==> images/power_grid.png <==
Scale bar: 50 um. Pins as bars on the die edge. Tap cells in gray.
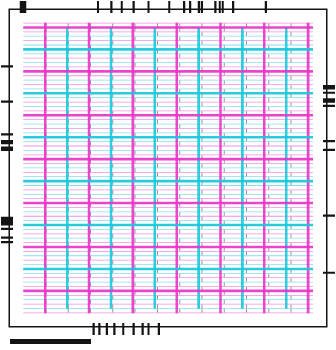
==> images/placement_by_type.png <==
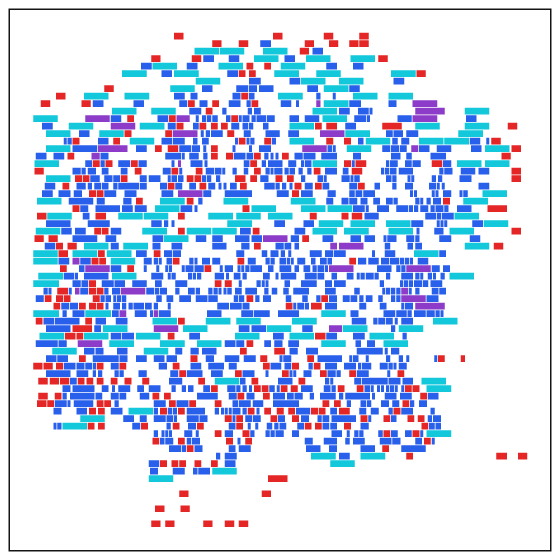
<file path="src/rtl/cic_pkg.sv">
// Shared CIC helpers: ceil(log2) and the required integrator output width.
package cic_pkg;

    localparam int unsigned CIC_N_MIN = 1;
    localparam int unsigned CIC_N_MAX = 8;
    localparam int unsigned CIC_R_MIN = 2;

    // ceil(log2(value)), 0 for value <= 1
    function automatic int unsigned cic_clog2(input int unsigned value);
        int unsigned result;
        result = 0;
        for (int unsigned i = 0; i < 32; i++) begin
            if ((64'(1) << i) < 64'(value)) begin
                result = i + 1;
            end
        end
        return result;
    endfunction

    // Bit growth of an N-stage CIC with decimation R and comb delay M
    function automatic int unsigned cic_out_width(
        input int unsigned inp_width,
        input int unsigned cic_n,
        input int unsigned cic_r,
        input int unsigned cic_m
    );
        return inp_width + cic_n * cic_clog2(cic_r * cic_m);
    endfunction

endpackage

</file>
<file path="src/rtl/cic_integrator_decim_integrator.sv">
// Single CIC integrator stage: accumulate on strobe, strobe delayed by one register.
// Optional synchronous clear port when CIC_INTEG_CLEAR_EN is defined.
module integrator #(
    parameter int unsigned WIDTH = 32
) (
    input  logic             clk,
    input  logic             reset_n,
`ifdef CIC_INTEG_CLEAR_EN
    input  logic             clr,
`endif
    input  logic             str_in,
    input  logic [WIDTH-1:0] data_in,
    output logic [WIDTH-1:0] acc,
    output logic             str_out
);

    // Modular accumulate; the strobe follows the data by exactly one register
    always_ff @(posedge clk or negedge reset_n) begin
        if (!reset_n) begin
            acc     <= '0;
            str_out <= 1'b0;
        end else begin
`ifdef CIC_INTEG_CLEAR_EN
            if (clr) begin
                acc     <= '0;
                str_out <= 1'b0;
            end else
`endif
            begin
                str_out <= str_in;
                if (str_in) begin
                    acc <= acc + data_in;
                end
            end
        end
    end

endmodule

</file>
<file path="src/rtl/cic_integrator_decim.sv">
// CIC decimator front half: CIC_N cascaded integrators then a rate-CIC_R downsampler.
// Optional feature macro: CIC_INTEG_CLEAR_EN adds integ_clr (synchronous restart).
module cic_integrator_decim
    import cic_pkg::*;
#(
    parameter int unsigned INP_WIDTH = 16,
    parameter int unsigned OUT_WIDTH = 32,
    parameter int unsigned CIC_N     = 3,
    parameter int unsigned CIC_R     = 8,
    parameter int unsigned CIC_M     = 1
) (
    input  logic                        clk,
    input  logic                        reset_n,
`ifdef CIC_INTEG_CLEAR_EN
    input  logic                        integ_clr,
`endif
    input  logic signed [INP_WIDTH-1:0] samp_inp_data,
    input  logic                        samp_inp_str,
    output logic signed [OUT_WIDTH-1:0] samp_out_data,
    output logic                        samp_out_str
);

    localparam int unsigned CNT_W     = cic_clog2(CIC_R);
    localparam int unsigned MIN_OUT_W = cic_out_width(INP_WIDTH, CIC_N, CIC_R, CIC_M);

    // Elaboration-time parameter sanity checks
    generate
        if (OUT_WIDTH < MIN_OUT_W) begin : g_width_check
            $error("cic_integrator_decim: OUT_WIDTH %0d below required %0d", OUT_WIDTH, MIN_OUT_W);
        end
        if (CIC_N < CIC_N_MIN || CIC_N > CIC_N_MAX) begin : g_n_check
            $error("cic_integrator_decim: CIC_N %0d out of range", CIC_N);
        end
        if (CIC_R < CIC_R_MIN) begin : g_r_check
            $error("cic_integrator_decim: CIC_R %0d below minimum", CIC_R);
        end
    endgenerate

    logic [CIC_N:0][OUT_WIDTH-1:0] stage_data;
    logic [CIC_N:0]                stage_str;
    logic [CNT_W-1:0]              dec_cnt;

    // Stage 0 is the sign-extended input
    assign stage_data[0] = OUT_WIDTH'(samp_inp_data);
    assign stage_str[0]  = samp_inp_str;

    // Integrator cascade
    generate
        for (genvar k = 1; k <= int'(CIC_N); k++) begin : g_integ
            integrator #(
                .WIDTH (OUT_WIDTH)
            ) u_integ (
                .clk     (clk),
                .reset_n (reset_n),
`ifdef CIC_INTEG_CLEAR_EN
                .clr     (integ_clr),
`endif
                .str_in  (stage_str[k-1]),
                .data_in (stage_data[k-1]),
                .acc     (stage_data[k]),
                .str_out (stage_str[k])
            );
        end
    endgenerate

    // Downsampler: emit the last stage every CIC_R-th strobe, hold data otherwise
    always_ff @(posedge clk or negedge reset_n) begin
        if (!reset_n) begin
            dec_cnt       <= '0;
            samp_out_data <= '0;
            samp_out_str  <= 1'b0;
        end else begin
`ifdef CIC_INTEG_CLEAR_EN
            if (integ_clr) begin
                dec_cnt       <= '0;
                samp_out_data <= '0;
                samp_out_str  <= 1'b0;
            end else
`endif
            if (stage_str[CIC_N]) begin
                if (dec_cnt == CNT_W'(CIC_R - 1)) begin
                    dec_cnt       <= '0;
                    samp_out_data <= stage_data[CIC_N];
                    samp_out_str  <= 1'b1;
                end else begin
                    dec_cnt      <= dec_cnt + CNT_W'(1);
                    samp_out_str <= 1'b0;
                end
            end else begin
                samp_out_str <= 1'b0;
            end
        end
    end

endmodule

</file>
<file path="config.mk">
export PLATFORM = sky130hd
export DESIGN_NAME = cic_integrator_decim
export DESIGN_NICKNAME = d
export VERILOG_FILES = /design/src/rtl/cic_pkg.sv /design/src/rtl/cic_integrator_decim_integrator.sv /design/src/rtl/cic_integrator_decim.sv
export SDC_FILE = /design/constraint.sdc
export NUM_CORES = 1
export LEC_CHECK = 0
export CAP_MARGIN = 15
export CORE_MARGIN = 8
export CORE_UTILIZATION = 31
export DETAILED_ROUTE_END_ITERATION = 10
export PLACE_DENSITY = 0.53
export SLEW_MARGIN = 20
export SYNTH_ARGS = -nofsm -noshare
export SYNTH_HDL_FRONTEND = slang
export SYNTH_SLANG_ARGS = --single-unit
</file>
<file path="constraint.sdc">
create_clock -name clk -period 2.68 [get_ports clk]
set_input_delay 0.402 -clock clk [delete_from_list [all_inputs] [get_ports clk]]
set_output_delay 0.402 -clock clk [all_outputs]
set_load 0.02 [all_outputs]
</file>
==> impl_metrics.ini <==
; yosys + openroad results
[synth]
ys_cells = 1020
adder_share_pct = 12.5
topCombFamilyByArea = AND-OR/OR-AND gates
yosysMostFrequentCell = dfrtp_1
synthSimpleGateAreaFrac_pct = 10.3
topCellsByArea = dfrtp_1 (34%), mux2_2 (12%), ha_1 (12%)
syn-cell-area_mm2 = 0.0100
ys_types = 78
ys_chip_area_mm2 = 0.0100
common_cells = dfrtp_1 (135), mux2_2 (108), a21oi_1 (105)
synthXorXnorAreaFrac_pct = 7.08
synthFlopType = dfrtp_1
yosys.stat.seqShare_pct = 33.7
postSynthAreaPerCell_um2 = 9.82
synthesis.nets = 1137
synth-warning-count = 0
ys_async_sr_fraction_pct = 100

[sta]
hold_viol = 0
fin_crit_sh_pct = 104
skew_ns = 0.0121
max_slew_margin_pct = 51.0
setup_viol = 20
fin_ws_ns = -0.0949
timing.final.crit_period_ns = 2.77

[layout]
area_delta_synth_final_pct = 39.1
drive_gt1_share_pct = 36.9
final_util_pct = 43.3
antenna_cells = 0
filler_cell_count = 3105

[global_routing]
grt_max_degree = 56
met1_usage_pct = 17.4
antenna_found_initial = 0
first_global_vias = 8967
grt_pass1_wl_mm = 44.5
global_route.usage.met2_pct = 24.6
globalRouteTotalUtil_pct = 14.1
overflow = 0
grt-busiest-layer = met2

[route]
routed.top_layer = met4
vias_per_cell = 5.07
ant_nets = 0
first_iter_violations = 433
avgRoutedWirePerCell_um = 15.9
wirelength_mm = 27.0
wl_met3_um = 636
drc = 0
drt-met1-wl_mm = 12.4
dr.pass1.iters = 4

[cts]
htreeDepth = 4
cts_tree = yes
cts.sinks = 135
cts_buffer_depth = 2
clkTransAtPathRegs_ns = 0.06

[worst_setup_path]
r2r-start = g_integ[2].u_integ.acc[0]
worstPathRequired_ns = 2.99
r2r-end = g_integ[3].u_integ.acc[20]
crit_fanout = 4
crit_path_start = g_integ[2].u_integ.acc[0]
endpoint = g_integ[3].u_integ.acc[20]
rrSetupSlack_ns = -0.09
cp.arrival_ns = 3.08
worstRegToRegCells = 10
crit_type = reg -> reg

[die]
die_h_um = 196
core_mm2 = 0.0322
chipArea_mm2 = 0.0383

[placement]
dpl.hpwl_mm = 19.8
gp_congestion = 0.842
port-buffer-count = 51

[worst_hold_path]
min_from = samp_inp_str

[job]
tool_warnings = 28

[run_status]
status = finished with violations
violations = setup timing
Back to the opening pictures, power_grid.png:
| color | net |
|---|---|
| cyan | VDD |
| magenta | VSS |
tap cells: 408
rows: 66
signal pins: 52
met4 straps: 13
met5 straps: 13

Back to the opening pictures, placement_by_type.png:
| color | class | cells |
|---|---|---|
| purple | clock drivers and dummy loads | 32 |
| blue | combinational and other logic | 844 |
| red | other buffers and delay cells | 276 |
| cyan | flops | 135 |

critical path: stages, from the launching register on:
cell	delay, ns
dfrtp_2	0.45
ha_4	0.18
fa_2	0.35
a21o_1	0.18
a311o_1	0.31
a31oi_4	0.25
o31a_1	0.27
buf_4	0.15
o221ai_2	0.09
xnor2_1	0.15
mux2_4	0.26
final cells by class:
type / instances / area [um^2] / area share (%)
Multi-Input combinational cell: 818 / 7030 / 50.5
Sequential cell: 135 / 3380 / 24.3
Timing Repair Buffer: 276 / 2300 / 16.5
Tap cell: 408 / 510 / 3.66
Clock buffer: 20 / 457 / 3.28
Clock inverter: 12 / 151 / 1.09
Inverter: 26 / 97.6 / 0.700
repair_timing:
item                                   4_1_cts  5_1_grt
endpoints found under the hold margin       53        0
pin swaps                                   31       49
setup endpoints to repair                   36       49
hold buffers                                 1        0
buffers inserted                            20       19
gates resized                               34      102
stage by stage:
step           cells  setup TNS (ns)  cell area [um^2]  setup slack [ns]
2_1_floorplan   1020               0             10000            0.0196
3_5_place_dp    1626           -9.59             12300            -0.487
6_report        1695          -0.778             13900           -0.0949
4_1_cts         1679          -0.674             13200            -0.102
5_1_grt         1695           -3.55             13900            -0.195
3_3_place_gp    1626           -9.04             12300            -0.494
state kept, by name, indices dropped and copies added (netlist names):
signal / cells
samp_out_str: 1
samp_out_data: 32
dec_cnt: 3
g_integ.u_integ.acc: 96
g_integ.u_integ.str_out: 3
